**src/rtl/fetch_pkg.sv**
```systemverilog
// Shared types and constants for the buffered instruction fetch unit.
package fetch_pkg;

    typedef enum logic [1:0] {
        BOOT = 2'd0,
        RUN  = 2'd1,
        MISS = 2'd2
    } fetch_state_t;

    localparam int unsigned CNT_W = 16;

    function automatic logic [CNT_W-1:0] sat_inc(input logic [CNT_W-1:0] v);
        return (v == '1) ? v : v + 1'b1;
    endfunction

endpackage

```
**src/rtl/fetch_fifo.sv**
```systemverilog
// Circular instruction queue with synchronous flush; push and pop may coincide.
module fetch_fifo #(
    parameter int unsigned WIDTH = 32,
    parameter int unsigned DEPTH = 4
) (
    input  logic                       clk,
    input  logic                       reset,
    input  logic                       push,
    input  logic                       pop,
    input  logic                       flush,
    input  logic [WIDTH-1:0]           din,
    output logic [WIDTH-1:0]           dout,
    output logic                       full,
    output logic                       empty,
    output logic [$clog2(DEPTH):0]     count
);

    localparam int unsigned PW = $clog2(DEPTH);
    localparam int unsigned CW = PW + 1;

    logic [WIDTH-1:0] mem [DEPTH];
    logic [PW-1:0]    wr_ptr;
    logic [PW-1:0]    rd_ptr;
    logic             push_ok;
    logic             pop_ok;

    assign full    = (count == CW'(DEPTH));
    assign empty   = (count == '0);
    assign push_ok = push && !full;
    assign pop_ok  = pop && !empty;
    assign dout    = mem[rd_ptr];

    always_ff @(posedge clk) begin
        if (!reset || flush) begin
            wr_ptr <= '0;
            rd_ptr <= '0;
            count  <= '0;
        end else begin
            if (push_ok) begin
                mem[wr_ptr] <= din;
                wr_ptr      <= wr_ptr + 1'b1;
            end
            if (pop_ok) begin
                rd_ptr <= rd_ptr + 1'b1;
            end
            case ({push_ok, pop_ok})
                2'b10:   count <= count + 1'b1;
                2'b01:   count <= count - 1'b1;
                default: count <= count;
            endcase
        end
    end

endmodule

```
**src/rtl/fetch_buffered.sv**
```systemverilog
// Fetch unit: PC sequencer with icache miss handling, redirect flush and an
// instruction queue. Perf counters are built only when FETCH_PERF_CNT_EN is defined.
module fetch_buffered
    import fetch_pkg::*;
#(
    parameter int unsigned          ADDR_W   = 16,
    parameter int unsigned          INST_W   = 16,
    parameter int unsigned          QDEPTH   = 4,
    parameter logic [INST_W-1:0]    NOP_INST = '0
) (
    input  logic              clk,
    input  logic              reset,
    input  logic [ADDR_W-1:0] init_pc,
    input  logic              redirect_valid,
    input  logic [ADDR_W-1:0] redirect_pc,
    input  logic              dec_ready,
    output logic              inst_valid,
    output logic [INST_W-1:0] inst_code,
    output logic [ADDR_W-1:0] inst_pc,
    output logic              ic_req,
    output logic [ADDR_W-1:0] ic_addr,
    input  logic              ic_hit,
    input  logic [INST_W-1:0] ic_inst,
    output logic [CNT_W-1:0]  miss_cnt,
    output logic [CNT_W-1:0]  flush_cnt
);

    localparam int unsigned EW = ADDR_W + INST_W;

    fetch_state_t          state_q, state_d;
    logic [ADDR_W-1:0]     pc_q, pc_d;
    logic                  q_push, q_pop, q_full, q_empty;
    logic [$clog2(QDEPTH):0] q_count;
    logic [EW-1:0]         q_dout;

    // Redirect suppresses both the request (hence the push) and the pop.
    assign q_push     = ic_req && ic_hit;
    assign q_pop      = !q_empty && dec_ready && !redirect_valid;
    assign inst_valid = (q_count != '0);
    assign inst_code  = inst_valid ? q_dout[INST_W-1:0] : NOP_INST;
    assign inst_pc    = inst_valid ? q_dout[EW-1:INST_W] : '0;
    assign ic_addr    = pc_q;

    fetch_fifo #(
        .WIDTH (EW),
        .DEPTH (QDEPTH)
    ) u_fifo (
        .clk   (clk),
        .reset (reset),
        .push  (q_push),
        .pop   (q_pop),
        .flush (redirect_valid),
        .din   ({pc_q, ic_inst}),
        .dout  (q_dout),
        .full  (q_full),
        .empty (q_empty),
        .count (q_count)
    );

    always_ff @(posedge clk) begin
        if (!reset) begin
            state_q <= BOOT;
            pc_q    <= init_pc;
        end else begin
            state_q <= state_d;
            pc_q    <= pc_d;
        end
    end

    always_comb begin
        state_d = state_q;
        pc_d    = pc_q;
        ic_req  = 1'b0;
        case (state_q)
            BOOT: state_d = RUN;
            RUN, MISS: begin
                ic_req = !q_full && !redirect_valid;
                if (ic_req) begin
                    if (ic_hit) begin
                        pc_d    = pc_q + ADDR_W'(1);
                        state_d = RUN;
                    end else begin
                        state_d = MISS;
                    end
                end
            end
            default: state_d = BOOT;
        endcase
        if (redirect_valid) begin
            pc_d    = redirect_pc;
            state_d = RUN;
        end
    end

`ifdef FETCH_PERF_CNT_EN
    logic [CNT_W-1:0] miss_q, flush_q;
    logic             miss_event;

    // Only the RUN->MISS transition counts; a miss that persists is one event.
    assign miss_event = (state_q == RUN) && ic_req && !ic_hit;

    always_ff @(posedge clk) begin
        if (!reset) begin
            miss_q  <= '0;
            flush_q <= '0;
        end else begin
            if (miss_event)     miss_q  <= sat_inc(miss_q);
            if (redirect_valid) flush_q <= sat_inc(flush_q);
        end
    end

    assign miss_cnt  = miss_q;
    assign flush_cnt = flush_q;
`else
    assign miss_cnt  = '0;
    assign flush_cnt = '0;
`endif

endmodule

```
**config.mk**
```make
export PLATFORM = sky130hd
export DESIGN_NAME = fetch_buffered
export DESIGN_NICKNAME = d
export VERILOG_FILES = /design/src/rtl/fetch_pkg.sv /design/src/rtl/fetch_fifo.sv /design/src/rtl/fetch_buffered.sv
export SDC_FILE = /design/constraint.sdc
export NUM_CORES = 1
export LEC_CHECK = 0
export CAP_MARGIN = 20
export CORE_ASPECT_RATIO = 0.5
export CORE_UTILIZATION = 26
export CTS_CLUSTER_SIZE = 10
export DETAILED_ROUTE_END_ITERATION = 6
export SLEW_MARGIN = 0
export SYNTH_ARGS = -nofsm -noshare
export SYNTH_HDL_FRONTEND = slang
export SYNTH_HIERARCHICAL = 1
export SYNTH_SLANG_ARGS = --single-unit
```
**constraint.sdc**
```tcl
create_clock -name clk -period 2.7 [get_ports clk]
set_clock_uncertainty 0.1 [all_clocks]
set_input_delay 0.27 -clock clk [delete_from_list [all_inputs] [get_ports clk]]
set_output_delay 0.27 -clock clk [all_outputs]
set_load 0.02 [all_outputs]
```
Routing congestion map:
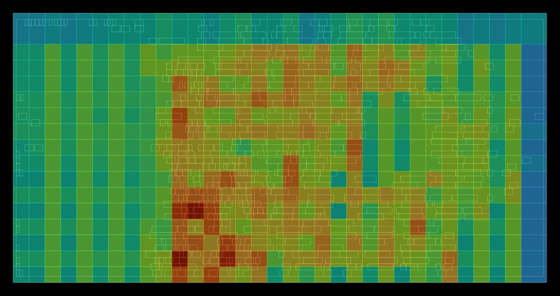
Final Core Density: 0.3576
wire length per cell: 16.45 um
grt met3 use: 0.03270
Global Route Usage Sum: 0.1150

Floorplan with the power grid:
Pins as bars on the die edge. Tap cells in grey.
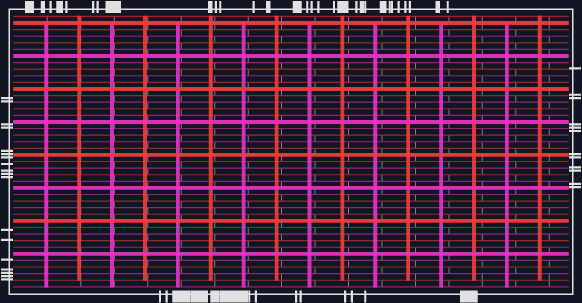
legend:
  magenta:
    net: VSS
  red:
    net: VDD
signal pins: 135
met1 rails: 42
rows: 41
Die X: 231.8 um
die y size: 116.9 um
maximum VDD drop: 347.1 uV
core area: 0.02555 mm2

Placed cells, one colour a class:
Bar = 50 um.
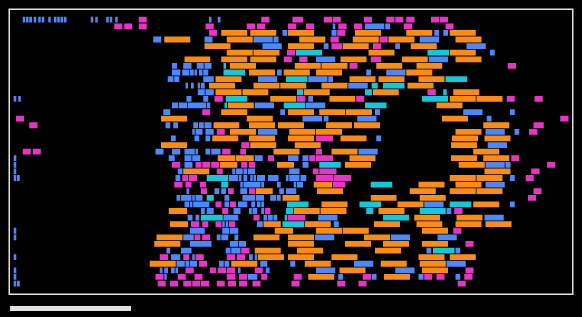
legend:
  cyan:
    class: clock drivers and dummy loads
    cells: 32
  orange:
    class: flip-flops
    cells: 155
  magenta:
    class: other buffers and delay cells
    cells: 136
  blue:
    class: all other logic
    cells: 243

==> results.py <==
# Auto-generated metrics
metrics = {
    "grt": {
        "grtUsageMet2": 0.1998,
        "antenna_found_initial": 0,
        "grt-busiest-layer": "met2",
        "grt_pass1_wl_um": 22740,
        "grt_overflow_total": 0,
        "use_met1": 0.1387,
        "grt_pass1_vias": 3928,
    },
    "place": {
        "port_buffers": 102,
        "post-dp-hpwl_um": 10080,
        "place.gp.congestion": 0.7966,
    },
    "timing": {
        "setup-tns-final_ns": 0,
        "rsz0062_at_grt": "no",
        "holdWs_ns": 0.3865,
        "finalClockPeriodUsage": 0.9604,
        "setup-violations-final": 0,
    },
    "setup_path": {
        "arrival_ns": 2.22,
        "critPathMaxStageDelay_ns": 0.55,
        "start_kind": "flop",
        "crit_path_end_kind": "primary output",
        "reg2reg_to": "u_fifo/count[2]",
        "reg2reg_depth": 12,
        "critical_path_class": "reg -> out",
        "worstSetupEndpoint": "inst_pc[3]",
        "crit-reg2reg-launch": "u_fifo/count[1]",
        "required_ns": 2.33,
        "cp_top_family": "buffers and inverters",
    },
    "floorplan": {
        "die-area_mm2": 0.02709,
        "io_pins": 135,
        "core_util_floorplan": 0.2687,
        "rows": 41,
    },
    "final_layout": {
        "layout_top_cell": "edfxtp_1",
        "final_cell_mix": "edfxtp_1, clkdlybuf4s50_1, nor2b_1",
        "drive_gt1_frac": 0.2244,
        "synthToLayoutAreaGrowth_pct": 33.10,
        "diodes": 0,
        "nFillCells": 2428,
    },
    "cts": {
        "cts.sinks": 155,
        "clk_pin_slew_worst_paths_ns": 0.06,
        "cts_hold_buf": 0,
        "clock.latency.late_pin_ns": 0.42,
        "clock_path_buffers": 2,
        "cts_buffers": 17,
        "clockRootBuffer": "clkbuf_16",
    },
    "power_and_ir_drop": {
        "pg_comb_uw": 443,
        "p_sw_frac": 0.2186,
        "leakagePower_uw": 0.003094,
        "p_per_area_mw_per_mm2": 624.9,
        "power_leader": "sequential cells",
        "seqPwrFrac": 0.485,
        "p_int_uw": 4461,
        "pg_clk_uw": 2500,
    },
    "detailed_routing": {
        "drc": 0,
        "ant_nets": 0,
        "met2WireLength_um": 7726,
        "wl_met3_um": 619,
        "wl_met1_um": 6407,
        "drt_iter0_markers": 221,
        "vias": 3895,
        "wl_um": 14970,
        "via_per_inst": 4.280,
        "top_layer_used": "met4",
        "firstDrtPassIters": 4,
    },
    "logic_synthesis": {
        "async_flop_share": 0,
        "ys_cells": 416,
        "synthFlopType": "edfxtp_1",
        "synthCells": 416,
        "synth_warnings": 6,
    },
    "hold_path": {
        "min-delay-start": "u_fifo/rd_ptr[1]",
        "min_delay_path_depth": 2,
        "min_path_type": "reg -> reg",
    },
    "status": {
        "outcome": "finished, final reports clean",
    },
    "flow_run": {
        "warnings": 30,
    },
}
-- through the flow --
step / util / setup slack, ns / cell area, um2 / power, uW
5_1_grt: 0.3576 / 0.0003586 / 9136 / 5915
4_1_cts: 0.3565 / 0.007756 / 9106 / 5766
2_1_floorplan: - / 0.007324 / 7005 / 3044
3_5_place_dp: 0.3315 / -0.2421 / 8468 / 3259
6_report: 0.3576 / 0.1069 / 9136 / 5709
3_3_place_gp: 0.3315 / -0.1561 / 8468 / 3249
-- logic make-up (layout without fill, tap and decap cells) --
family          count (synthesis)  in the layout  share of synthesized area
compound gates                 34             34                    0.03609
xor+xnor                       12             12                    0.01531
fa+ha+maj                       9              9                    0.01750
buf+inv                        63            182                    0.05414
flops                         155            155                     0.6620
mux                            39             39                     0.1157
other cells                     1             32                  0.0005463
simple gates                  103            103                    0.09861
-- cell type report --
cell class | instances | area (um2) | share of cell area
clock inverters | 13 | 187.7 | 0.02054
clock buffers | 19 | 432.9 | 0.04738
flip-flops and latches | 155 | 4551 | 0.4981
inverters | 14 | 55.05 | 0.006026
multi-input cells | 229 | 2111 | 0.2310
repair buffers | 136 | 1369 | 0.1498
well taps | 344 | 430.4 | 0.04711
-- timing repair --
action / CTS / global route
setup endpoints to repair: 15 / 11
pin swaps: 0 / 1
buffers inserted: 1 / 0
resized: 4 / 7
-- worst register-to-register path: stages, from the launching register on --
cell and delay [ns]:
dfxtp_1 0.31, or3b_4 0.41, inv_4 0.08, nor3b_4 0.04, and2_4 0.17, and2_4 0.13, inv_1 0.05, ha_2 0.17
inv_1 0.05, fa_1 0.36, xor2_1 0.17, or3_4 0.34, a21oi_2 0.12
-- registers in the layout (all words and copies together) (netlist names), named ones only --
signal	count
u_fifo/mem	128
u_fifo/wr_ptr	2
u_fifo/rd_ptr	2
ic_addr	16
state_q	2
u_fifo/count	3
Power and IR drop assume default switching activity.
